<file path="config.mk">
export PLATFORM = sky130hd
export DESIGN_NAME = abc_pulse_gen
export DESIGN_NICKNAME = d
export VERILOG_FILES = /design/src/rtl/abc_pkg.sv /design/src/rtl/abc_lfsr.sv /design/src/rtl/abc_pulse_gen.sv
export SDC_FILE = /design/constraint.sdc
export NUM_CORES = 1
export LEC_CHECK = 0
export ABC_AREA = 1
export CORE_ASPECT_RATIO = 1.1
export CORE_MARGIN = 4
export CORE_UTILIZATION = 57
export DETAILED_ROUTE_END_ITERATION = 8
export PLACE_DENSITY = 0.9
export SYNTH_ARGS = -nofsm -noshare
export SYNTH_HDL_FRONTEND = slang
export SYNTH_SLANG_ARGS = --single-unit
</file>
<file path="constraint.sdc">
create_clock -name clk -period 2.13 [get_ports clk]
set_input_delay 0.213 -clock clk [delete_from_list [all_inputs] [get_ports clk]]
set_output_delay 0.213 -clock clk [all_outputs]
set_load 0.03 [all_outputs]
</file>
<file path="src/rtl/abc_pkg.sv">
// Shared types and constants for the ABC coincidence-counter stimulus source.
package abc_pkg;

    typedef enum logic [2:0] {
        S_IDLE,
        S_WAIT,
        S_FIRE1,
        S_LAG,
        S_FIRE2,
        S_RANDOM,
        S_DONE
    } state_e;

    localparam logic [1:0] MODE_NONE = 2'b00;
    localparam logic [1:0] MODE_CORR = 2'b01;
    localparam logic [1:0] MODE_RAND = 2'b10;
    localparam logic [1:0] MODE_RSVD = 2'b11;

    // Taps 16,14,13,11 as a bit mask over q[15:0]
    localparam logic [15:0] LFSR_TAPS = 16'hB400;
    localparam logic [15:0] DEF_SEED  = 16'hACE1;

endpackage

</file>
<file path="src/rtl/abc_lfsr.sv">
// Fibonacci LFSR, shifts left, feedback is the XOR of the tapped bits.
module abc_lfsr
    import abc_pkg::*;
#(
    parameter int                 LFSR_W = 16,
    parameter logic [LFSR_W-1:0] SEED   = DEF_SEED[LFSR_W-1:0],
    parameter logic [LFSR_W-1:0] TAPS   = LFSR_TAPS[LFSR_W-1:0]
) (
    input  logic              clk,
    input  logic              rst_n,
    input  logic              step,
    output logic [LFSR_W-1:0] q
);

    logic [LFSR_W-1:0] q_q;
    logic [LFSR_W-1:0] q_d;

    assign q_d = {q_q[LFSR_W-2:0], ^(q_q & TAPS)};
    assign q   = q_q;

    always_ff @(posedge clk or negedge rst_n) begin
        if (!rst_n) begin
            q_q <= SEED;
        end else if (step) begin
            q_q <= q_d;
        end
    end

endmodule

</file>
<file path="src/rtl/abc_pulse_gen.sv">
// Two-channel pulse source (correlated or LFSR-random) that also predicts
// the coincidence count the ABC counter should report.
module abc_pulse_gen
    import abc_pkg::*;
#(
    parameter int              CW     = 4,
    parameter int              WINDOW = 0,
    parameter int              LFSR_W = 16,
    parameter logic [LFSR_W-1:0] SEED = DEF_SEED[LFSR_W-1:0]
) (
    input  logic          clk,
    input  logic          rst_n,
    input  logic          enable,
    input  logic          start,
    input  logic          stop,
    input  logic [1:0]    mode,
    input  logic [CW-1:0] period,
    input  logic [CW-1:0] delay,
    input  logic [CW-1:0] n_events,
    output logic          X1,
    output logic          X2,
    output logic          busy,
    output logic          done,
    output logic [CW-1:0] coinc_exp
);

    state_e        state_q;
    logic [CW-1:0] period_q;
    logic [CW-1:0] delay_q;
    logic [CW-1:0] rem_q;
    logic [CW-1:0] cnt_q;
    logic [CW-1:0] coinc_q;
    logic [CW-1:0] coinc_d;
    logic          x1_q;
    logic          x2_q;
    logic          busy_q;
    logic          done_q;

    logic [LFSR_W-1:0] lfsr_q;
    logic [CW-1:0]     nib1;
    logic [CW-1:0]     nib2;
    logic              ev_end;
    logic              last_ev;
    logic              win_hit;
    logic              go;
    logic              unused_lfsr;

    abc_lfsr #(
        .LFSR_W (LFSR_W),
        .SEED   (SEED)
    ) u_lfsr (
        .clk   (clk),
        .rst_n (rst_n),
        .step  (enable),
        .q     (lfsr_q)
    );

    assign unused_lfsr = ^lfsr_q[LFSR_W-1:8];
    assign nib1        = CW'(lfsr_q[7:4]);
    assign nib2        = CW'(lfsr_q[3:0]);

    assign coinc_d = (coinc_q == '1) ? coinc_q : coinc_q + CW'(1);
    assign win_hit = (delay_q <= CW'(WINDOW));
    // rem_q == 0 encodes 2^CW, so only 1 marks the final event
    assign last_ev = (rem_q == CW'(1));
    assign ev_end  = (state_q == S_FIRE2) ||
                     ((state_q == S_FIRE1) && (delay_q == '0));
    assign go      = start && !stop &&
                     ((mode == MODE_CORR) || (mode == MODE_RAND));

    always_ff @(posedge clk or negedge rst_n) begin
        if (!rst_n) begin
            state_q  <= S_IDLE;
            period_q <= '0;
            delay_q  <= '0;
            rem_q    <= '0;
            cnt_q    <= '0;
            coinc_q  <= '0;
            x1_q     <= 1'b0;
            x2_q     <= 1'b0;
            busy_q   <= 1'b0;
            done_q   <= 1'b0;
        end else if (enable) begin
            x1_q   <= 1'b0;
            x2_q   <= 1'b0;
            done_q <= 1'b0;
            if (stop && (state_q != S_IDLE)) begin
                state_q <= S_IDLE;
                busy_q  <= 1'b0;
            end else begin
                unique case (state_q)
                    S_IDLE: begin
                        if (go) begin
                            period_q <= period;
                            delay_q  <= delay;
                            rem_q    <= n_events;
                            cnt_q    <= period;
                            coinc_q  <= '0;
                            busy_q   <= 1'b1;
                            state_q  <= (mode == MODE_CORR) ? S_WAIT : S_RANDOM;
                        end
                    end
                    S_WAIT: begin
                        if (cnt_q == '0) begin
                            state_q <= S_FIRE1;
                            x1_q    <= 1'b1;
                            x2_q    <= (delay_q == '0);
                        end else begin
                            cnt_q <= cnt_q - CW'(1);
                        end
                    end
                    S_FIRE1: begin
                        if (delay_q == CW'(1)) begin
                            state_q <= S_FIRE2;
                            x2_q    <= 1'b1;
                        end else if (delay_q != '0) begin
                            state_q <= S_LAG;
                            cnt_q   <= delay_q - CW'(2);
                        end
                    end
                    S_LAG: begin
                        if (cnt_q == '0) begin
                            state_q <= S_FIRE2;
                            x2_q    <= 1'b1;
                        end else begin
                            cnt_q <= cnt_q - CW'(1);
                        end
                    end
                    S_FIRE2: begin
                    end
                    S_RANDOM: begin
                        if (x1_q) begin
                            rem_q <= rem_q - CW'(1);
                            if (x2_q) coinc_q <= coinc_d;
                        end
                        if (x1_q && last_ev) begin
                            state_q <= S_DONE;
                            busy_q  <= 1'b0;
                            done_q  <= 1'b1;
                        end else begin
                            x1_q <= (nib1 < period_q);
                            x2_q <= (nib2 < period_q);
                        end
                    end
                    S_DONE: begin
                        state_q <= S_IDLE;
                    end
                    default: begin
                        state_q <= S_IDLE;
                        busy_q  <= 1'b0;
                    end
                endcase
                // Correlated event completes on its X2 cycle
                if (ev_end) begin
                    rem_q <= rem_q - CW'(1);
                    if (win_hit) coinc_q <= coinc_d;
                    if (last_ev) begin
                        state_q <= S_DONE;
                        busy_q  <= 1'b0;
                        done_q  <= 1'b1;
                    end else begin
                        state_q <= S_WAIT;
                        cnt_q   <= period_q;
                    end
                end
            end
        end
    end

    assign X1        = x1_q & enable;
    assign X2        = x2_q & enable;
    assign busy      = busy_q;
    assign done      = done_q;
    assign coinc_exp = coinc_q;

endmodule

</file>
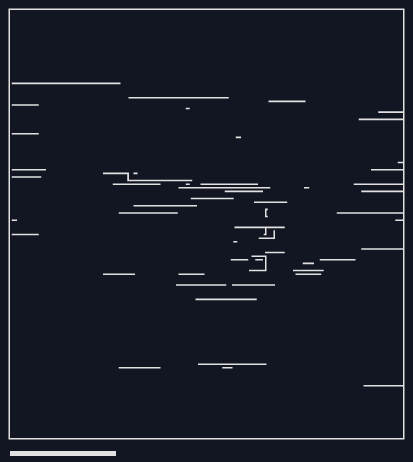
Fig. 1. Signal wires on met3.
The bar under the picture is 20 um long.
- main direction: horizontal
- wire length on this layer: 347 um
- share of all routed wire: 5.5%
- longest straight run: 20.2 um
- nets with wire on the layer: 41
DR vias: 2,560
aggregate routed wire length: 6336 um
met3 capacity usage during global routing: 4.950%

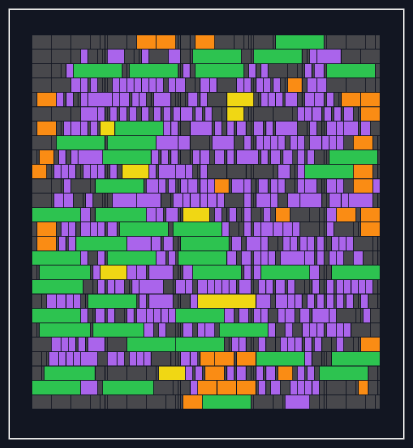
Fig. 2. Placed cells, one colour a class.
Fill, decap, tap and diode cells in grey.
- clock drivers and dummy loads: yellow (cells 8; share of their area 3.7%)
- remaining buffers and delay cells: orange (cells 32; share of their area 9.5%)
- sequential cells: green (cells 43; share of their area 35%)
- remaining logic cells: purple (cells 347; share of their area 52%)
fin area: 3204 sq um
sequential share of cell area: 33.89%
number of core rows: 26
final core occ: 68.88%
placeable core area: 4652 sq um

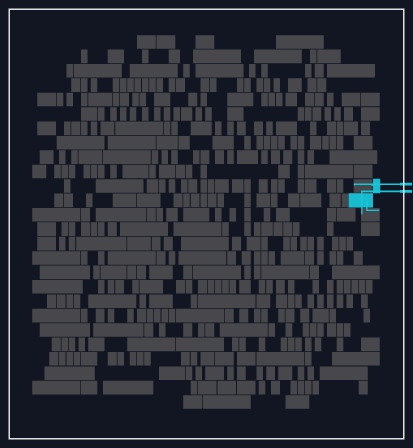
Fig. 3. I/O nets highlighted.
- mode: cyan (direction input; edge right; end cells 2; buffers 2; wire 25.6 um)
num ports: 27
number of port buffers: 26

==> results_dict.tcl <==
# yosys + openroad results
set metrics [dict create \
    status "finished clean" \
    ys.flop_type "sky130_fd_sc_hd__dfrtp_1" \
    drt_pre_antenna_iters 5 \
    n_all_buffers 32 \
    drv.max_cap_violation_count 0 \
    grt_use_total_pct 23.34 \
    yosysWarningCount 0 \
    area_after_dpl_sq_um 3079 \
    reg2reg_setup_slack_ps 270 \
    tritoncts_num_sinks 43 \
    grt.overflow.total 0 \
    total_leakage_power_uw 0.001688 \
    route.met2.wl_um 3088 \
    largest_area_cell "sky130_fd_sc_hd__dfrtp_1" \
    worst_path_dominant_cell_family "simple AND/OR/NAND/NOR gates" \
    slew_headroom_pct 63.34 \
    tritoncts "yes" \
    critical_path.startpoint_type "flip-flop" \
    worst_setup_hold_path_clk_slew_ps 90 \
    pwr_density_cell_nw_per_um2 1186 \
    path_depth 10 \
    top_area_share_pct 31.86 \
    setup-tns-final_ps 0 \
    finalWorstPathRequiredPeriod_ps 1862 \
    yosys.area_share.aoi_pct 10.15 \
    synth_cells 396 \
    cell_internal_pwr_uw 2115 \
    wl_met3_um 346 \
    comb-cell-share_pct 43.73 \
    final_layout_top_logic_cells "sky130_fd_sc_hd__nand2_1 (141), sky130_fd_sc_hd__inv_1 (53), sky130_fd_sc_hd__dfrtp_1 (35), sky130_fd_sc_hd__o21ai_0 (32), sky130_fd_sc_hd__nor2_1 (32)" \
    synth.lib_cells_used.distinct 30 \
    p_sw_uw 1684 \
    final_antenna_net_count 0 \
    grt_first_pass_wirelength_um 10920 \
    worst-endpoint-required_ps 2340 \
    tap_cells 56 \
    timing.clock.skew_ps 9.394 \
    timing.setup.critical_path_class "reg -> reg" \
    power_uw 3799 \
    p_clk_uw 660 \
    syn_area_per_cell_sq_um 6.942 \
    min-delay-path-class "in -> async" \
    routed_via_density 5.267 \
    achievable-frequency_mhz 537.1 \
    period_used_pct 87.42 \
    clock.latency.late_pin_ps 310 \
    synth-simple-area-share_pct 33.45 \
    synthArstFlopShare_pct 100.0 \
    finish.cell_count_without_fillers 486 \
    core_util_at_fp_pct 59.09 \
    fp.dieH_um 80.84 \
    ys_seq_share_pct 39.51 \
    nClkBuffers 5 \
    worst_ep_arrival_time_ps 2070 \
    synth_flops 43 \
    layout.area.top_class "multi-input combinational cells" \
    yosys-stat-area_sq_um 2749 \
    worst_slew_pin_slew_ps 549.3 \
    antennaDiodeCount 0 \
    hpwlAfterDp_um 4815 \
    ys_cells 396 \
    multiInputCombCellCount 287 \
    nNetsFinal 460 \
    synth.cellmix.adderShare_pct 5.462 \
    worst_reg2reg_path_length_in_cells 10 \
    signal_buffer_area_fraction_pct 9.293 \
    largest_register_ff_count 16 \
    routed_wire_length_per_instance_um 13.04 \
    crit_fanout 10 \
    power_frac_seq_pct 35.3 \
    number_of_synthesized_flops_with_an_enable_pin 0 \
    final-seq-area_sq_um 1086 \
    ys_top_cells_by_area "sky130_fd_sc_hd__dfrtp_1 (32%), sky130_fd_sc_hd__nand2_1 (19%), sky130_fd_sc_hd__dfstp_2 (7.6%)" \
]
